==> src/rtl/pwm_cap_rx.sv <==
// -----------------------------------------------------------------------------
// pwm_cap_rx
// Decodes an external PWM waveform into a period and a high-time, both counted
// in pclk cycles. Input path: synchroniser -> glitch filter -> edge detect ->
// measurement FSM. Results are presented with a one-cycle valid pulse.
//
// Ports
//   pclk         in   1      clock
//   presetn      in   1      asynchronous active-low reset
//   i_pwm        in   1      external PWM input (asynchronous to pclk)
//   meas_en      in   1      1 = measure, 0 = abort and idle
//   meas_period  out  CNT_W  cycles between consecutive filtered rising edges
//   meas_high    out  CNT_W  cycles between a filtered rise and the next fall
//   meas_vld     out  1      one-cycle pulse, meas_period/meas_high updated
//   meas_ovf     out  1      one-cycle pulse, counter saturated, result dropped
//   meas_busy    out  1      FSM is in HIGH or LOW
// -----------------------------------------------------------------------------
module pwm_cap_rx #(
    parameter int CNT_W       = 16,
    parameter int SYNC_STAGES = 2,
    parameter int FILT_LEN    = 3
) (
    input  logic             pclk,
    input  logic             presetn,
    input  logic             i_pwm,
    input  logic             meas_en,
    output logic [CNT_W-1:0] meas_period,
    output logic [CNT_W-1:0] meas_high,
    output logic             meas_vld,
    output logic             meas_ovf,
    output logic             meas_busy
);

    localparam int FCNT_W = (FILT_LEN < 2) ? 1 : $clog2(FILT_LEN);

    localparam logic [CNT_W-1:0]  CNT_MAX   = {CNT_W{1'b1}};
    localparam logic [CNT_W-1:0]  CNT_ZERO  = {CNT_W{1'b0}};
    localparam logic [CNT_W-1:0]  CNT_ONE   = {{(CNT_W-1){1'b0}}, 1'b1};
    localparam logic [FCNT_W-1:0] FCNT_ZERO = {FCNT_W{1'b0}};
    localparam logic [FCNT_W-1:0] FCNT_ONE  = {{(FCNT_W-1){1'b0}}, 1'b1};
    localparam logic [FCNT_W-1:0] FILT_LAST = FCNT_W'(FILT_LEN - 1);

    typedef enum logic [1:0] {
        ST_IDLE = 2'd0,
        ST_ARM  = 2'd1,
        ST_HIGH = 2'd2,
        ST_LOW  = 2'd3
    } state_t;

    // Front end: synchroniser, filter and edge flags
    logic [SYNC_STAGES-1:0] sync_q, sync_d;
    logic                   sync_s;
    logic                   filt_q, filt_d;
    logic [FCNT_W-1:0]      fcnt_q, fcnt_d;
    logic                   filt_prev_q;
    logic                   rise_q, rise_d;
    logic                   fall_q, fall_d;

    // Measurement FSM
    state_t                 state_q, state_d;
    logic [CNT_W-1:0]       cnt_q, cnt_d;
    logic [CNT_W-1:0]       high_q, high_d;
    logic [CNT_W-1:0]       period_out_q, period_out_d;
    logic [CNT_W-1:0]       high_out_q, high_out_d;
    logic                   vld_q, vld_d;
    logic                   ovf_q, ovf_d;
    logic                   busy_q, busy_d;
    logic [CNT_W-1:0]       cnt_inc_s;

    assign sync_s = sync_q[SYNC_STAGES-1];

    // Next-state logic for synchroniser, glitch filter and edge flags
    always_comb begin
        sync_d = {sync_q[SYNC_STAGES-2:0], i_pwm};
        filt_d = filt_q;
        fcnt_d = FCNT_ZERO;
        // The level only flips after FILT_LEN consecutive samples disagree with
        // it; any agreeing sample restarts the run.
        if (sync_s != filt_q) begin
            if (fcnt_q == FILT_LAST) begin
                filt_d = sync_s;
                fcnt_d = FCNT_ZERO;
            end else begin
                filt_d = filt_q;
                fcnt_d = fcnt_q + FCNT_ONE;
            end
        end else begin
            filt_d = filt_q;
            fcnt_d = FCNT_ZERO;
        end
        // Both edges go through the same register, so durations are preserved.
        rise_d = filt_q & ~filt_prev_q;
        fall_d = ~filt_q & filt_prev_q;
    end

    // Front-end registers
    always_ff @(posedge pclk or negedge presetn) begin
        if (!presetn) begin
            sync_q      <= {SYNC_STAGES{1'b0}};
            filt_q      <= 1'b0;
            fcnt_q      <= FCNT_ZERO;
            filt_prev_q <= 1'b0;
            rise_q      <= 1'b0;
            fall_q      <= 1'b0;
        end else begin
            sync_q      <= sync_d;
            filt_q      <= filt_d;
            fcnt_q      <= fcnt_d;
            filt_prev_q <= filt_q;
            rise_q      <= rise_d;
            fall_q      <= fall_d;
        end
    end

    // Saturating increment: after a fall exactly at max the LOW phase still
    // sees max and reports an overflow instead of wrapping to a bogus period.
    assign cnt_inc_s = (cnt_q == CNT_MAX) ? cnt_q : (cnt_q + CNT_ONE);

    // Measurement FSM next-state and result logic
    always_comb begin
        state_d      = state_q;
        cnt_d        = cnt_inc_s;
        high_d       = high_q;
        period_out_d = period_out_q;
        high_out_d   = high_out_q;
        vld_d        = 1'b0;
        ovf_d        = 1'b0;
        if (!meas_en) begin
            // Abort has priority over any edge in the same cycle.
            state_d = ST_IDLE;
            cnt_d   = CNT_ZERO;
        end else begin
            case (state_q)
                ST_IDLE: begin
                    state_d = ST_ARM;
                    cnt_d   = CNT_ZERO;
                end
                ST_ARM: begin
                    // First rise only aligns the counter; nothing is reported.
                    if (rise_q) begin
                        state_d = ST_HIGH;
                        cnt_d   = CNT_ONE;
                    end else begin
                        state_d = ST_ARM;
                        cnt_d   = CNT_ZERO;
                    end
                end
                ST_HIGH: begin
                    if (fall_q) begin
                        high_d  = cnt_q;
                        state_d = ST_LOW;
                    end else if (cnt_q == CNT_MAX) begin
                        ovf_d   = 1'b1;
                        state_d = ST_ARM;
                        cnt_d   = CNT_ZERO;
                    end else begin
                        state_d = ST_HIGH;
                    end
                end
                ST_LOW: begin
                    if (rise_q) begin
                        period_out_d = cnt_q;
                        high_out_d   = high_q;
                        vld_d        = 1'b1;
                        cnt_d        = CNT_ONE;
                        state_d      = ST_HIGH;
                    end else if (cnt_q == CNT_MAX) begin
                        ovf_d   = 1'b1;
                        state_d = ST_ARM;
                        cnt_d   = CNT_ZERO;
                    end else begin
                        state_d = ST_LOW;
                    end
                end
                default: begin
                    state_d = ST_IDLE;
                    cnt_d   = CNT_ZERO;
                end
            endcase
        end
        busy_d = (state_d == ST_HIGH) || (state_d == ST_LOW);
    end

    // Measurement FSM state and registered outputs
    always_ff @(posedge pclk or negedge presetn) begin
        if (!presetn) begin
            state_q      <= ST_IDLE;
            cnt_q        <= CNT_ZERO;
            high_q       <= CNT_ZERO;
            period_out_q <= CNT_ZERO;
            high_out_q   <= CNT_ZERO;
            vld_q        <= 1'b0;
            ovf_q        <= 1'b0;
            busy_q       <= 1'b0;
        end else begin
            state_q      <= state_d;
            cnt_q        <= cnt_d;
            high_q       <= high_d;
            period_out_q <= period_out_d;
            high_out_q   <= high_out_d;
            vld_q        <= vld_d;
            ovf_q        <= ovf_d;
            busy_q       <= busy_d;
        end
    end

    assign meas_period = period_out_q;
    assign meas_high   = high_out_q;
    assign meas_vld    = vld_q;
    assign meas_ovf    = ovf_q;
    assign meas_busy   = busy_q;

endmodule

==> config.mk <==
export PLATFORM = sky130hd
export DESIGN_NAME = pwm_cap_rx
export DESIGN_NICKNAME = d
export VERILOG_FILES = /design/src/rtl/pwm_cap_rx.sv
export SDC_FILE = /design/constraint.sdc
export NUM_CORES = 1
export LEC_CHECK = 0
export ABC_CLOCK_PERIOD_IN_PS = 2350
export CORE_MARGIN = 2
export CORE_UTILIZATION = 55
export DETAILED_ROUTE_END_ITERATION = 6
export PLACE_DENSITY = 0.79
export SYNTH_ARGS = -nofsm -noshare
export SYNTH_HDL_FRONTEND = slang
export SYNTH_SLANG_ARGS = --single-unit
==> constraint.sdc <==
create_clock -name pclk -period 2.35 [get_ports pclk]
set_input_delay 0.5875 -clock pclk [delete_from_list [all_inputs] [get_ports pclk]]
set_output_delay 0.5875 -clock pclk [all_outputs]
set_load 0.1 [all_outputs]
**The clock network**

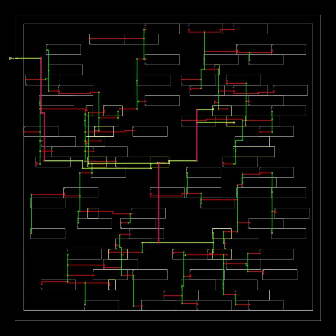
clk_skew: 0.00732 ns
# clk buffers: 12
clock group power: 0.969 mW
Num CTS Buffers: 9
CTS sink count: 77

**Metal 3**

Drawn at 6 px/µm. Cells faint in the background.
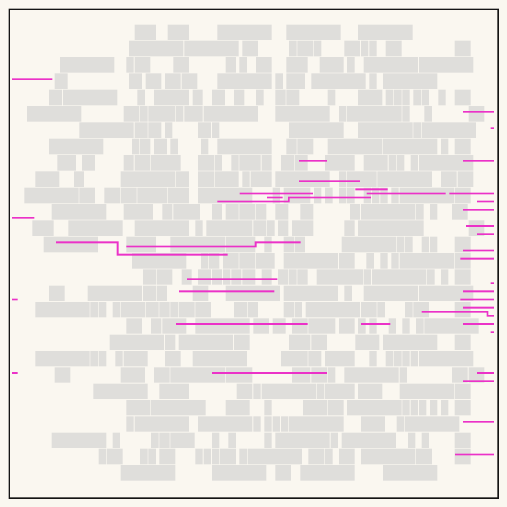
share of all routed wire: 4.9%
wire length on this layer: 311 µm
longest straight run: 21.6 µm

**Placement density heat map**

Drawn at 4 px/µm. 8 x 8 tiles, from white (low) to dark blue (high), 0 to 100% covered.
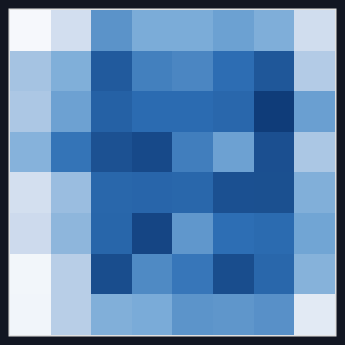
emptiest ninth of the die: lower left
tiles over 75% full: 34%
fullest tile: 95%
mean over tiles: 58%
densest ninth of the die: centre

**M1 wires**

Drawn at 3 px/µm. Supply wires on this layer in grey.
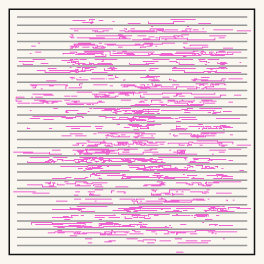
longest straight run: 27.1 µm
share of all routed wire: 46%
nets with wire on the layer: 327
main direction: horizontal
wire length on this layer: 2,980 µm

==> impl_metrics.yaml <==
# physical design summary
status:
  status: "completed"
yosys:
  mux_share_pct: 6.37
  edf_count: 0
  ys_cells: 314
  synth.net_count: 320
  logic_family: "simple AND/OR/NAND/NOR gates"
  ys_types: 44
  simple_gate_share_pct: 24.2
  top_cells_by_count: "nand2_1, dfrtp_1, mux2_2"
  yosysMostFrequentCell: "nand2_1"
floorplanning:
  tapCellCount: 75
  fp_util_pct: 56.1
  fp.dieW_um: 81.2
  row_count: 28
power_and_ir_drop:
  power_mw: 2.72
finish:
  logic_gate_count: 216
  largest_class: "registers"
  comb_area_mm2: 0.00125
  comb_share_pct: 32.2
  inverters: 5
  flops: 77
worst_setup_path:
  crit_required_ns: 2.60
  path_delay_family: "adder cells"
  crit_top_cell: "ha_1"
final_timing:
  whs_ns: 0.341
  rsz0062_at_grt: "no"
  min_period_ns: 2.09
route:
  drcViolationCount: 0
  avgViaCountPerCell: 5.43
  topRoutingLayerUsed: "met4"
cts:
  cts.clk_slew.worst_paths_ns: 0.07
  htree_levels: 3
  clk_path_buf_depth: 2
  cts_hold_buf: 0
global_route:
  antenna_found_initial: 0
  grtUsageTotal_pct: 22.1
  groute.layer.met2.usage_pct: 36.2
placed_design:
  dp.cells: 425
  gp_congestion: 0.858
path summary, 6_finish.rpt:
kind                                     startpoint                  end  slack [ns]  cells past startpoint
worst max-delay path             cnt_q[1]$_DFF_PN0_   cnt_q[0]$_DFF_PN0_        0.26                      8
worst min register to register  sync_q[0]$_DFF_PN0_  sync_q[1]$_DFF_PN0_        0.35                      0
worst max register to register   cnt_q[1]$_DFF_PN0_   cnt_q[0]$_DFF_PN0_        0.26                      8
min in group pclk               sync_q[0]$_DFF_PN0_  sync_q[1]$_DFF_PN0_        0.35                      0
max in group asynchronous                   presetn  fcnt_q[1]$_DFF_PN0_        1.40                      2
worst min-delay path                        presetn   meas_vld$_DFF_PN0_        0.34                      1
Power figures rest on the tool's default switching activity, not on a simulated workload.
